==> images/layer_met3.png <==
Drawn at 4 px/um.
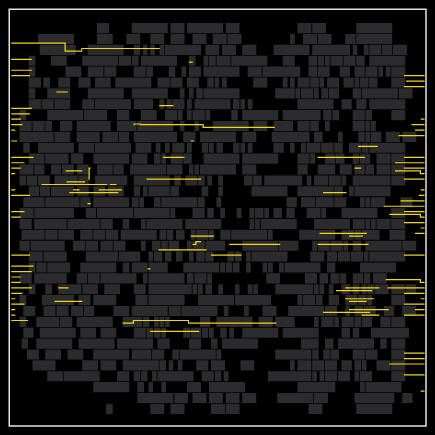
==> images/clk_routes.png <==
Drawn at 4 px/um.
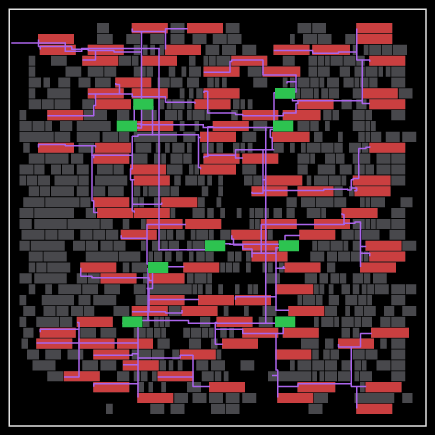
==> images/io_fan.png <==
Drawn at 4 px/um.
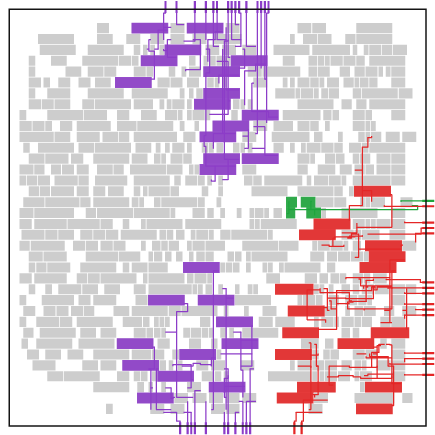
<file path="src/rtl/decode_h3_pipe.sv">
// H3 SECDED decoder: 32-bit codeword {data[25:0], p[5:0]} in, corrected 26-bit data out.
// Two-stage valid/ready pipeline with saturating single/double error counters.
module decode_h3_pipe #(
  parameter int DATA_WIDTH = 32,
  parameter int CNT_WIDTH  = 16
) (
  input  logic                  clk,
  input  logic                  rst,
  input  logic [DATA_WIDTH-1:0] cw_in,
  input  logic                  in_valid,
  output logic                  in_ready,
  output logic [25:0]           data_out,
  output logic [1:0]            err_status,
  output logic [4:0]            err_pos,
  output logic                  out_valid,
  input  logic                  out_ready,
  input  logic                  cnt_clr,
  output logic [CNT_WIDTH-1:0]  single_cnt,
  output logic [CNT_WIDTH-1:0]  double_cnt
);

  localparam int DW = 26;

  // Hamming position of data bit idx: the idx-th non-power-of-two in 3..31.
  function automatic logic [4:0] data_pos(input int idx);
    int n;
    data_pos = '0;
    n = 0;
    for (int p = 3; p < 32; p++) begin
      if ((p & (p - 1)) != 0) begin
        if (n == idx) data_pos = 5'(p);
        n++;
      end
    end
  endfunction

  function automatic logic [DW-1:0] cover_mask(input int k);
    logic [4:0] pos;
    cover_mask = '0;
    for (int i = 0; i < DW; i++) begin
      pos = data_pos(i);
      cover_mask[i] = pos[k];
    end
  endfunction

  logic [DW-1:0] in_data;
  logic [4:0]    in_par;
  logic [4:0]    syn;
  logic          ov;

  assign in_data = cw_in[31:6];
  assign in_par  = cw_in[4:0];
  assign ov      = ^cw_in;

  genvar gi;
  generate
    for (gi = 0; gi < 5; gi++) begin : g_syn
      localparam logic [DW-1:0] MASK = cover_mask(gi);
      assign syn[gi] = in_par[gi] ^ (^(in_data & MASK));
    end
  endgenerate

  logic                 s1_valid_reg;
  logic [DW-1:0]        s1_data_reg;
  logic [4:0]           s1_syn_reg;
  logic                 s1_ov_reg;
  logic                 s2_valid_reg;
  logic [DW-1:0]        data_out_reg;
  logic [1:0]           status_reg;
  logic [4:0]           pos_reg;
  logic [CNT_WIDTH-1:0] single_cnt_reg;
  logic [CNT_WIDTH-1:0] double_cnt_reg;

  logic s1_ready;
  logic s2_ready;
  logic out_fire;

  assign s2_ready = !s2_valid_reg || out_ready;
  assign s1_ready = !s1_valid_reg || s2_ready;
  assign out_fire = s2_valid_reg && out_ready;

  always_ff @(posedge clk or negedge rst) begin
    if (!rst) begin
      s1_valid_reg <= 1'b0;
      s1_data_reg  <= '0;
      s1_syn_reg   <= '0;
      s1_ov_reg    <= 1'b0;
    end else if (s1_ready) begin
      s1_valid_reg <= in_valid;
      if (in_valid) begin
        s1_data_reg <= in_data;
        s1_syn_reg  <= syn;
        s1_ov_reg   <= ov;
      end
    end
  end

  // A data bit is flipped only when overall parity fails and the syndrome names it;
  // parity-bit positions never match a data position, so they leave data intact.
  logic [DW-1:0] flip;
  generate
    for (gi = 0; gi < DW; gi++) begin : g_fix
      localparam logic [4:0] POS = data_pos(gi);
      assign flip[gi] = s1_ov_reg && (s1_syn_reg == POS);
    end
  endgenerate

  logic [DW-1:0] fix_data;
  logic [1:0]    fix_status;
  logic [4:0]    fix_pos;

  always_comb begin
    fix_data   = s1_data_reg ^ flip;
    fix_status = 2'b00;
    fix_pos    = '0;
    if (s1_ov_reg) begin
      fix_status = 2'b01;
      fix_pos    = s1_syn_reg;
    end else if (s1_syn_reg != '0) begin
      fix_status = 2'b10;
    end
  end

  always_ff @(posedge clk or negedge rst) begin
    if (!rst) begin
      s2_valid_reg <= 1'b0;
      data_out_reg <= '0;
      status_reg   <= 2'b00;
      pos_reg      <= '0;
    end else if (s2_ready) begin
      s2_valid_reg <= s1_valid_reg;
      if (s1_valid_reg) begin
        data_out_reg <= fix_data;
        status_reg   <= fix_status;
        pos_reg      <= fix_pos;
      end
    end
  end

  always_ff @(posedge clk or negedge rst) begin
    if (!rst) begin
      single_cnt_reg <= '0;
      double_cnt_reg <= '0;
    end else if (cnt_clr) begin
      single_cnt_reg <= '0;
      double_cnt_reg <= '0;
    end else if (out_fire) begin
      if (status_reg == 2'b01 && single_cnt_reg != '1)
        single_cnt_reg <= single_cnt_reg + CNT_WIDTH'(1);
      if (status_reg == 2'b10 && double_cnt_reg != '1)
        double_cnt_reg <= double_cnt_reg + CNT_WIDTH'(1);
    end
  end

  assign in_ready   = s1_ready;
  assign out_valid  = s2_valid_reg;
  assign data_out   = data_out_reg;
  assign err_status = status_reg;
  assign err_pos    = pos_reg;
  assign single_cnt = single_cnt_reg;
  assign double_cnt = double_cnt_reg;

endmodule

</file>
<file path="config.mk">
export PLATFORM = sky130hd
export DESIGN_NAME = decode_h3_pipe
export DESIGN_NICKNAME = d
export VERILOG_FILES = /design/src/rtl/decode_h3_pipe.sv
export SDC_FILE = /design/constraint.sdc
export NUM_CORES = 1
export LEC_CHECK = 0
export CAP_MARGIN = 5
export CORE_MARGIN = 2
export CORE_UTILIZATION = 52
export DETAILED_ROUTE_END_ITERATION = 6
export GPL_ROUTABILITY_DRIVEN = 0
export GPL_TIMING_DRIVEN = 0
export MAX_ROUTING_LAYER = met4
export PLACE_DENSITY_LB_ADDON = 0.15
export SYNTH_ARGS = -nofsm -noshare
export SYNTH_HDL_FRONTEND = slang
export SYNTH_SLANG_ARGS = --single-unit
</file>
<file path="constraint.sdc">
create_clock -name clk -period 2.01 [get_ports clk]
set_input_delay 0.603 -clock clk [delete_from_list [all_inputs] [get_ports clk]]
set_output_delay 0.603 -clock clk [all_outputs]
set_load 0.01 [all_outputs]
</file>
==> Changelog: implementation <==
### Changed

- Status: finished, violations left
- Failing checks: setup timing
- Core Area: 9729 sq um
- Final Hold Fails: 0
- Synth warnings: 0
- Avg WL per Cell: between 15 and 20 um
- Final non-filler cell total: about 770
- Flip-flops with a built-in enable: 0
- Hold Crit Class: in2async
- Post-synthesis cell type with the largest instance count: dfrtp_1
- Antenna violations before repair: 0
- Via density: approximately 5.3
- Post-synth area hogs: dfrtp_1 48%, xnor2_1 11%, mux2_2 6.1%, nand2_1 4.3%, xor2_1 4.2%
- FF-to-FF End: double_cnt[15]$_DFFE_PN0P_
- # nets final: between 600 and 700
- Delay-heaviest family, CP: XOR/XNOR gates
- Pleak: 2.898 nW
- Worst slew pin tran: 545.5 ps
- Clk Latency, worst-skew pair: about 360 ps
- ANT cells: 0
- Placed cells: between 700 and 800
- Max Buffers Root-to-Sink: 2
- Crit-path max cell delay: 500 ps
- # setup viols final: 2
- CP bufs+invs: 1
- Total power: 6.405 mW
- Cell accounting for the most synthesized area: dfrtp_1
- Pin count of the biggest net entering global routing: ~60
- Mapped Cells: 491
- Gate Area: about 2700 sq um
- Final min period: 2061 ps
- Average size of a mapped cell: 10.55 sq um
- RSZ-0062 raised after global routing: yes
- First-pass GRT wire length: 19920 um
- Post-Synthesis Cell Area: 5180 sq um
- Layout area overhead: 32.78%
- Share of the synthesized area in the top cell type: 47.83%
- H-tree depth: 3
- Root Buffer: clkbuf_8
- Fill cells: 766
- Worst-path maximum fanout: 3
- Post-Layout Inst Area: 6878 sq um
- Post-CTS Hold Fix Bufs: 0
- Worst-path clk slew: 90 ps
- Mux frac, synth: 6.473%
- Most instantiated logic cells after routing: 90 x dfrtp_1, 67 x clkdlybuf4s50_1, 59 x nand2_1, 57 x xnor2_1, 44 x nor2_1
- Post-route ant nets: 0
- Std cell rows: 36
- Register area: roughly 2500 sq um
- CP endpoint kind: flip-flop
- Horiz. Die Dim: 103.8 um
- Worst path depth: 6
- R2R Setup Slk: around 180 ps
- Grt ovf: 0
- Clk_skew: 10.48 ps
- FMAX: roughly 0.49 GHz
- XOR/XNOR Fraction of Synth Area: about a fifth
- Tcrit/Tclk final: 102.5%
- Post-DP HPWL: 9112 um
- Hold_ws: 224.1 ps
- Dominant logic cell type in the layout: dfrtp_1
- GRT Util Overall: 23.77%
- Dominant Register Cell: dfrtp_1
- Die height: about 100 um
- Cells along the critical path: buf_2, xnor2_2, xnor3_2, xnor2_4, xnor3_1, mux2_4
- Distinct cells, synth: 40
- Slew headroom: 63.64%
- Log Warnings: 29
- Setup crit end: s1_ov_reg$_DFFE_PN0P_
- Die area: 10780 sq um
- Max VDD drop: roughly 0.57 mV
- # Max-Cap Violations: 0
- CP Launch Point: cw_in[30]
- Simple share: 17.68%
- Setup TNS: -67.48 ps
- FF-to-FF path depth: 6
- Crit path launch type: input pin
- Synth top cells by count: 99 x dfrtp_1, 66 x xnor2_1, 60 x nand2_1
- Comb area leader: XOR/XNOR gates
- Setup bufs post-CTS: 10
- Syn Nets: around 530
- Setup WS pre-CTS: -840.3 ps
- Post-synthesis sequential area ratio: a little under half
- Yosys stat chip area: 5180 sq um
- Final tally of max-slew violations: 0
- Ys flops: 99
- AO/OA Area Share: 5.338%
- Asr flop ratio synth: 100.0%
- Placed Area: ~6400 sq um
- Vias in the first global route: 4075
- Reg2reg start: double_cnt[8]$_DFFE_PN0P_
- Ys cells: a little under 500
- Adder-Cell Fraction of Synth Area: less than 1%
- Total clock sinks: approximately 99
- CTS tree: done
- DR pass1 iterations: 5
- Crit-path slowest cell: xnor3_2
- Fp util: between 50% and 60%
- Setup CP Type: in2reg
- WP data required: 2250 ps
- Arr. time, crit path: 2300 ps
- Layout cells sized above 1: 19.18%
- Cts repair resizes: 66
- Num CTS Buffers: 9
- Fin util: 70.69%
- PwrDens: roughly 930 nW/um^2
- Setup ws final: -50.67 ps
- Iter 0 DRT Violations: 164
- DRC viols: 0
About layer_met3.png:
main direction: horizontal
longest straight run: 21.9 um
share of all routed wire: 4.8%
vias: 4098
drt total wl: 12450 um

About clk_routes.png:
legend:
  clock drivers:
    color: green
    count: 9
  clock wires:
    color: purple
    length: 1190 um
  flip-flops:
    color: red
    count: 99
flops lie: all over the die

About io_fan.png:
legend:
  out_ready:
    color: green
    bits: 1
    direction: input
    edge: east
    end_cells: 4
    buffers: 1
    wire: 47.6 um
  double_cnt:
    color: red
    bits: 16
    direction: output
    edge: 14 east, 2 south
    end_cells: 16
    buffers: 16
    wire: 541 um
  data_out:
    color: purple
    bits: 26
    direction: output
    edge: 15 north, 11 south
    end_cells: 26
    buffers: 26
    wire: 776 um
I/O Buffers: 103
IO Pins: 104

[per-layer routing]
metal	GRT usage (%)	share of wire [%]	vias to the layer above
met5	-	0	-
met2	41.35	53	137
met3	4.468	4.8	15
met4	7.336	1.6	0
li1	-	-	1956
met1	28.03	41	1990
[power by group]
group | internal, mW | total, mW | switching, mW
Combinational | 1.21 | 2.28 | 1.07
Clock | 0.863 | 1.54 | 0.679
Sequential | 2.34 | 2.59 | 0.250
[cell type report]
class / instances / share of cell area (%)
plain buffers: 20 / 1.146
clock inverters: 4 / 1.419
well taps: 133 / 2.420
repair buffers: 129 / 16.97
flip-flops and latches: 99 / 36.18
inverters: 2 / 0.1092
multi-input cells: 370 / 39.64
clock buffers: 12 / 2.110
No activity file was given, so power comes from the tool's default toggle rates.
